## config.mk

```make
export PLATFORM = sky130hd
export DESIGN_NAME = press_classifier
export DESIGN_NICKNAME = d
export VERILOG_FILES = /design/src/rtl/press_classifier_pkg.sv /design/src/rtl/press_classifier.sv
export SDC_FILE = /design/constraint.sdc
export NUM_CORES = 1
export LEC_CHECK = 0
export ABC_AREA = 1
export CORE_MARGIN = 2
export CORE_UTILIZATION = 45
export DETAILED_ROUTE_END_ITERATION = 7
export HOLD_SLACK_MARGIN = 0.03
export PLACE_DENSITY_LB_ADDON = 0.05
export SKIP_CTS_REPAIR_TIMING = 1
export SYNTH_ARGS = -nofsm -noshare
export SYNTH_HDL_FRONTEND = slang
export SYNTH_SLANG_ARGS = --single-unit
```

## constraint.sdc

```tcl
create_clock -name clk -period 3.6 [get_ports clk]
set_clock_uncertainty 0.1 [all_clocks]
set_input_delay 0.72 -clock clk [delete_from_list [all_inputs] [get_ports clk]]
set_output_delay 0.72 -clock clk [all_outputs]
set_load 0.02 [all_outputs]
```

## src/rtl/press_classifier_pkg.sv

```systemverilog
// Shared types and elaboration helpers for the button press classifier.
package press_classifier_pkg;

  // Gesture tracking states.
  typedef enum logic [2:0] {
    IDLE      = 3'd0,
    PRESS1    = 3'd1,
    GAP       = 3'd2,
    LONG_HOLD = 3'd3,
    RELEASE   = 3'd4
  } press_state_t;

  // Larger of two cycle counts; sizes the shared counter.
  function automatic int unsigned max_of(input int unsigned a, input int unsigned b);
    return (a > b) ? a : b;
  endfunction

  // A cycle-count parameter needs at least two samples to be meaningful.
  function automatic bit cycles_ok(input int unsigned v);
    return v >= 2;
  endfunction

endpackage

```

## src/rtl/press_classifier.sv

```systemverilog
// Classifies debounced button gestures into short, long and double presses.
module press_classifier
  import press_classifier_pkg::*;
#(
  parameter int unsigned LONG_CYCLES = 1000,
  parameter int unsigned GAP_CYCLES  = 300
) (
  input  logic clk,
  input  logic i_reset,
  input  logic i_in,
  output logic o_short,
  output logic o_long,
  output logic o_double,
  output logic o_held,
  output logic o_busy
);

  localparam int unsigned CNT_WIDTH = $clog2(max_of(LONG_CYCLES, GAP_CYCLES)) + 1;
  localparam logic [CNT_WIDTH-1:0] LONG_LAST = CNT_WIDTH'(LONG_CYCLES - 1);
  localparam logic [CNT_WIDTH-1:0] GAP_LAST  = CNT_WIDTH'(GAP_CYCLES - 1);
  localparam logic [CNT_WIDTH-1:0] CNT_ONE   = CNT_WIDTH'(1);

  // Reject thresholds too small to distinguish gestures.
  if (!cycles_ok(LONG_CYCLES)) begin : g_long_bad
    $error("press_classifier: LONG_CYCLES must be at least 2");
  end
  if (!cycles_ok(GAP_CYCLES)) begin : g_gap_bad
    $error("press_classifier: GAP_CYCLES must be at least 2");
  end

  press_state_t          state;
  logic [CNT_WIDTH-1:0]  cnt;

  // Gesture FSM with inline sample counter; every output is registered.
  // Reset parks in RELEASE so a button held through reset is ignored.
  always_ff @(posedge clk or posedge i_reset) begin
    if (i_reset) begin
      state    <= RELEASE;
      cnt      <= '0;
      o_short  <= 1'b0;
      o_long   <= 1'b0;
      o_double <= 1'b0;
      o_held   <= 1'b0;
      o_busy   <= 1'b0;
    end else begin
      o_short  <= 1'b0;
      o_long   <= 1'b0;
      o_double <= 1'b0;
      o_held   <= 1'b0;
      o_busy   <= 1'b1;
      unique case (state)
        IDLE: begin
          if (i_in) begin
            state <= PRESS1;
            cnt   <= CNT_ONE;
          end else begin
            o_busy <= 1'b0;
          end
        end
        PRESS1: begin
          if (i_in) begin
            if (cnt == LONG_LAST) begin
              state  <= LONG_HOLD;
              cnt    <= '0;
              o_long <= 1'b1;
              o_held <= 1'b1;
            end else begin
              cnt <= cnt + CNT_ONE;
            end
          end else begin
            state <= GAP;
            cnt   <= CNT_ONE;
          end
        end
        GAP: begin
          if (i_in) begin
            state    <= RELEASE;
            o_double <= 1'b1;
          end else if (cnt == GAP_LAST) begin
            state   <= IDLE;
            cnt     <= '0;
            o_short <= 1'b1;
            o_busy  <= 1'b0;
          end else begin
            cnt <= cnt + CNT_ONE;
          end
        end
        LONG_HOLD: begin
          if (!i_in) begin
            state  <= IDLE;
            cnt    <= '0;
            o_busy <= 1'b0;
          end else begin
            o_held <= 1'b1;
          end
        end
        RELEASE: begin
          if (!i_in) begin
            state  <= IDLE;
            cnt    <= '0;
            o_busy <= 1'b0;
          end
        end
        default: begin
          state  <= IDLE;
          cnt    <= '0;
          o_busy <= 1'b0;
        end
      endcase
    end
  end

endmodule

```

run_1/ff_map.png
Bar = 20 microns.
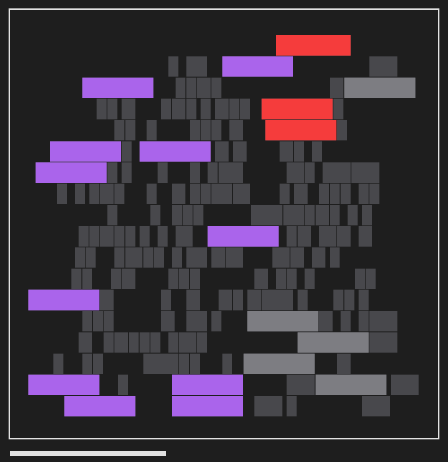
- cnt: purple (flops 11)
- state: red (flops 3)
Util after Layout: 51.73%
Seq area share: 37.54%

run_1/congestion_map.png
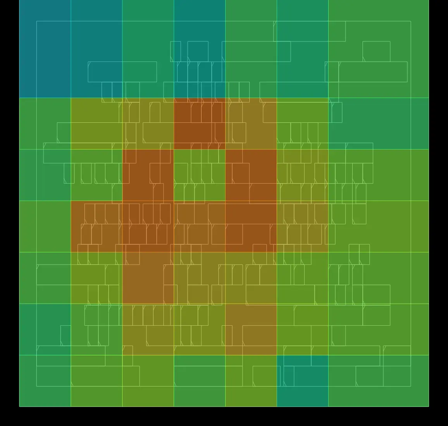
Total GRT Usage: 20.57%
DR WL/cell: 12.07 microns
GR peak layer: met2
GR Util met1: 25.89%
met3 Usage GRT: 2.459%

==> flow_summary.yaml, run 1 <==
# implementation run metrics
worst_setup_path:
  cp_num_cells: 10
  critPathLaunch: "i_in"
  crit_family: "buffers and inverters"
  cp_slowest_cell: "clkdlybuf4s50_1"
  cp_max_fo: 11
  r2r_cells: 8
  criticalPathCategory: "primary input to flop"
  worstPathArrival_ns: 2.38
clock_tree:
  cts_buffer_depth: 2
  clk_latency_ns: 0.29
  numCtsBuffers: 3
  cts_sinks: 19
  path_clk_slew_ns: 0.10
final_layout:
  fillers: 255
  area.growth.synth_to_final_pct: 9.140
  diodes: 0
  regMostFlops: "cnt"
  regArea_sq_um: 476.7
synth:
  ys_seq_share_pct: 40.97
  synthSimpleGateAreaFrac_pct: 40.43
  yosys_area_sq_mm: 0.001164
  topCombFamilyByArea: "simple AND/OR/NAND/NOR gates"
power:
  ir_drop_mv: 0.3339
  power_uw: 740.5
timing:
  rsz0062_at_grt: "false"
  hold_violations: 0
  fin_crit_ns: 2.285
routing:
  dr.first_iter.drc_count: 33
  ant_nets: 0
  num_vias: 1062
outcome:
  status: "finished clean"
grt:
  grt_pass1_vias: 989
  grt_max_degree: 20
place:
  place.gp.congestion: 0.8890
hold_path:
  whs_endpoint: "cnt[0]"
die:
  core_util_floorplan_pct: 47.40
run_1/layers.png
Bar = 20 microns. Two of the layers only.
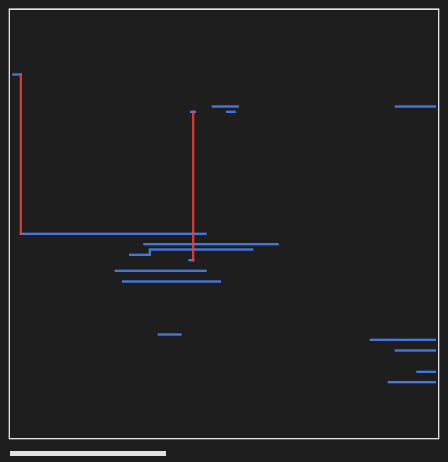
- M3: blue (wire length 116 microns)
- M4: red (wire length 39.4 microns)

run_1/class_map.png
Bar = 20 microns.
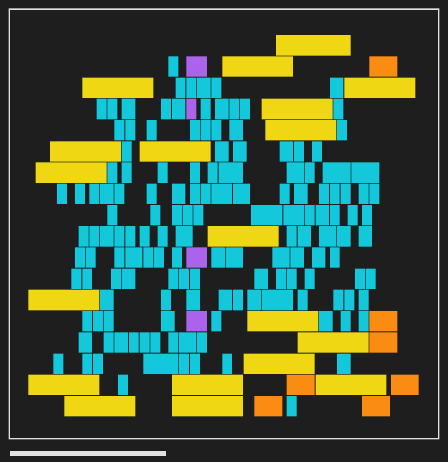
- remaining logic cells: cyan (cells 147; share of their area 54%)
- clock drivers and dummy loads: purple (cells 4; share of their area 2.1%)
- remaining buffers and delay cells: orange (cells 7; share of their area 5.7%)
- registers: yellow (cells 19; share of their area 39%)
Core ar.: 0.002455 sq mm
cell area after layout: 0.001270 sq mm
Site Rows: 18

-- run 1: power by group through the flow --
stage	Clock, mW	Sequential, mW	Combinational [mW]
2_1_floorplan	0	0.294	0.283
3_3_place_gp	0	0.290	0.339
3_5_place_dp	0	0.290	0.345
4_1_cts	0.114	0.285	0.347
5_1_grt	0.121	0.294	0.392
6_report	0.107	0.287	0.347
-- run 1: metal layers --
metal  vias up  global-route usage [%]  wire length, microns
met5         -                       0                     0
met3         4                   2.459                   115
met1       488                   25.89                  1085
met4         0                   8.750                    39
li1        548                       -                     -
met2        22                   35.12                  1257
-- run 1: area by class of cell --
class,count,share of cell area (%)
inverters,24,7.094
multi-input cells,123,44.83
repair buffers,7,5.517
clock buffers,4,2.069
flip-flops and latches,19,37.54
well taps,30,2.956
run_1/gates.png
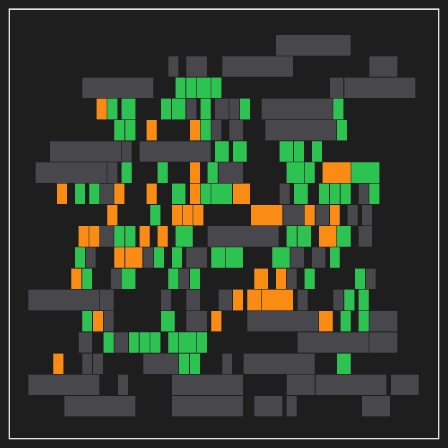

==> run 2, diff against run 1 <==
clock period = 2.35 ns   (was 3.6 ns; I/O delays follow)
run_2/gates.png
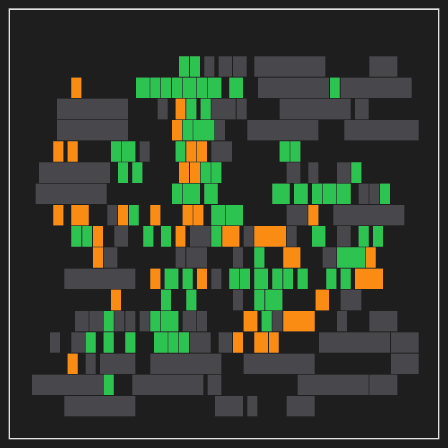
- nand cells: green (cells 72)
- nor cells: orange (cells 34)

==> flow_summary.yaml, run 2 <==
# implementation run metrics
outcome:
  status: "finished clean"
grt:
  grt-busiest-layer: "met2"
  grt.met3_usage_pct: 2.459
  grt.met2_usage_pct: 35.52
  grt_max_degree: 20
  grt_pass1_vias: 983
clock_tree:
  path_clk_slew_ns: 0.11
  clk_latency_ns: 0.30
  cts_sinks: 19
worst_setup_path:
  critPathLaunch: "o_busy"
  worstPathArrival_ns: 1.24
  crit_family: "buffers and inverters"
routing:
  num_vias: 1040
  wirelength_met1_microns: 1129
  wl_met2_microns: 1124
  ant_nets: 0
  wire_per_inst_microns: 11.19
final_layout:
  diodes: 0
  regMostFlops: "cnt"
timing:
  rsz0062_at_grt: "false"
synth:
  yosys_area_sq_mm: 0.001164
die:
  core_util_floorplan_pct: 47.40
[run 2: cell counts after synthesis]
No cell type changed its count.
[run 2: worst max path at each step]
stage	end	slack, ns	cells past startpoint
finish	o_busy	0.54	1
floorplan	cnt[1]	0.81	11
global placement	cnt[1]	0.36	9
global route	cnt[3]	0.37	8
CTS	o_busy	0.52	1
detailed placement	cnt[6]	0.35	8
[run 2: where the power goes]
part	switching [mW]	internal, mW
logic	0.354	0.180
clock network	0.0996	0.0634
registers	0.0578	0.385
total	0.511	0.628
[run 2: area by class of cell]
cell class,instances,area [sq um],area share (%)
Clock buffer,3,22.52,1.751
Timing Repair Buffer,9,85.08,6.615
Inverter,24,90.09,7.004
Clock inverter,1,5.005,0.3891
Multi-Input combinational cell,123,569.3,44.26
Sequential cell,19,476.7,37.06
Tap cell,30,37.54,2.918
run_2/ff_map.png
Bar = 20 microns.
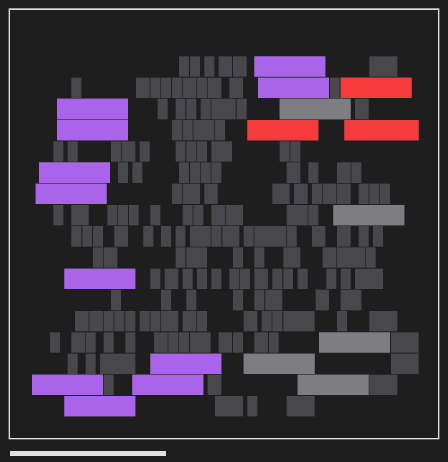

==> run 3, diff against run 2 <==
clock period = 1.75 ns   (was 2.35 ns; I/O delays follow)
run_3/ff_map.png
Bar = 20 microns.
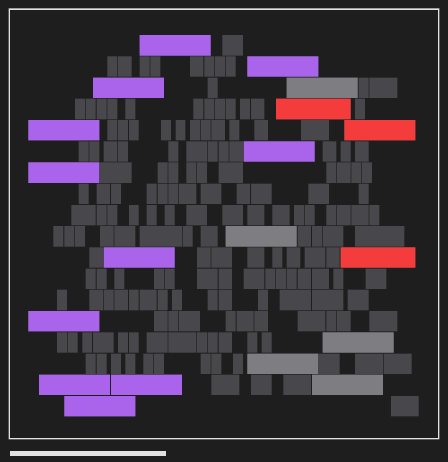
- state: red (flops 3)
- cnt: purple (flops 11)
- not colored: 5
Util after Layout: 57.75%
seq pwr: 595 uW

==> flow_summary.yaml, run 3 <==
# implementation run metrics
clock_tree:
  path_clk_slew_ns: 0.12
  cts_sinks: 19
  cts_buffer_depth: 2
  numCtsBuffers: 3
  clk_latency_ns: 0.30
synth:
  aoi_share_pct: 6.667
  synthSimpleGateAreaFrac_pct: 40.43
  topCombFamilyByArea: "simple AND/OR/NAND/NOR gates"
  ys_seq_share_pct: 40.97
place:
  place.gp.congestion: 0.8389
final_layout:
  design_area_sq_mm: 0.001418
  area.growth.synth_to_final_pct: 21.83
  regMostFlops: "cnt"
  diodes: 0
routing:
  wire_per_inst_microns: 12.48
  dr.first_iter.drc_count: 27
  ant_nets: 0
  num_vias: 1129
  via_per_inst: 5.086
worst_setup_path:
  r2r_cells: 9
  worstPathArrival_ns: 1.26
  cp_slowest_cell: "clkdlybuf4s50_1"
  crit_family: "buffers and inverters"
  cp_num_cells: 1
  cp_max_fo: 1
  critPathLaunch: "o_long"
  criticalPathCategory: "flop to primary output"
  endpoint: "o_long"
die:
  num_rows: 18
  core_area_sq_mm: 0.002455
  io_pins: 8
  core_util_floorplan_pct: 47.40
timing:
  tns_ns: 0
  rsz0062_at_grt: "true"
  hold_violations: 0
grt:
  grt_max_degree: 20
  grt_pass1_vias: 1036
  grt_overflow: 0
  grt_use_total_pct: 20.58
hold_path:
  hold_path.class: "primary input to async pin"
power:
  power_mw: 1.773
  ir_drop_mv: 0.7613
outcome:
  status: "finished clean"
run 3: cell counts after synthesis:
Identical to the previous run, type by type.
run 3: per-layer routing:
layer	up-vias	wire, microns	track usage [%]
li1	572	-	-
met5	-	0	0
met2	26	1406	36.51
met4	0	15	6.250
met1	529	1233	25.21
met3	2	115	3.279
run 3: layout make-up:
cell class / count / area [sq um]
Timing Repair Buffer: 22 / 182.7
Multi-Input combinational cell: 123 / 603.1
Clock buffer: 4 / 26.28
Inverter: 24 / 90.09
Sequential cell: 19 / 478.0
Tap cell: 30 / 37.54
Fill cell: 236 / 1037
run 3: power breakdown:
| group | switching [mW] | internal (mW) | leakage (nW) |
|---|---|---|---|
| sequential | 0.0762 | 0.519 | 0.251 |
| clock | 0.142 | 0.0886 | 0.0150 |
| combinational | 0.574 | 0.374 | 0.399 |
No activity file was given, so power comes from the tool's default toggle rates.
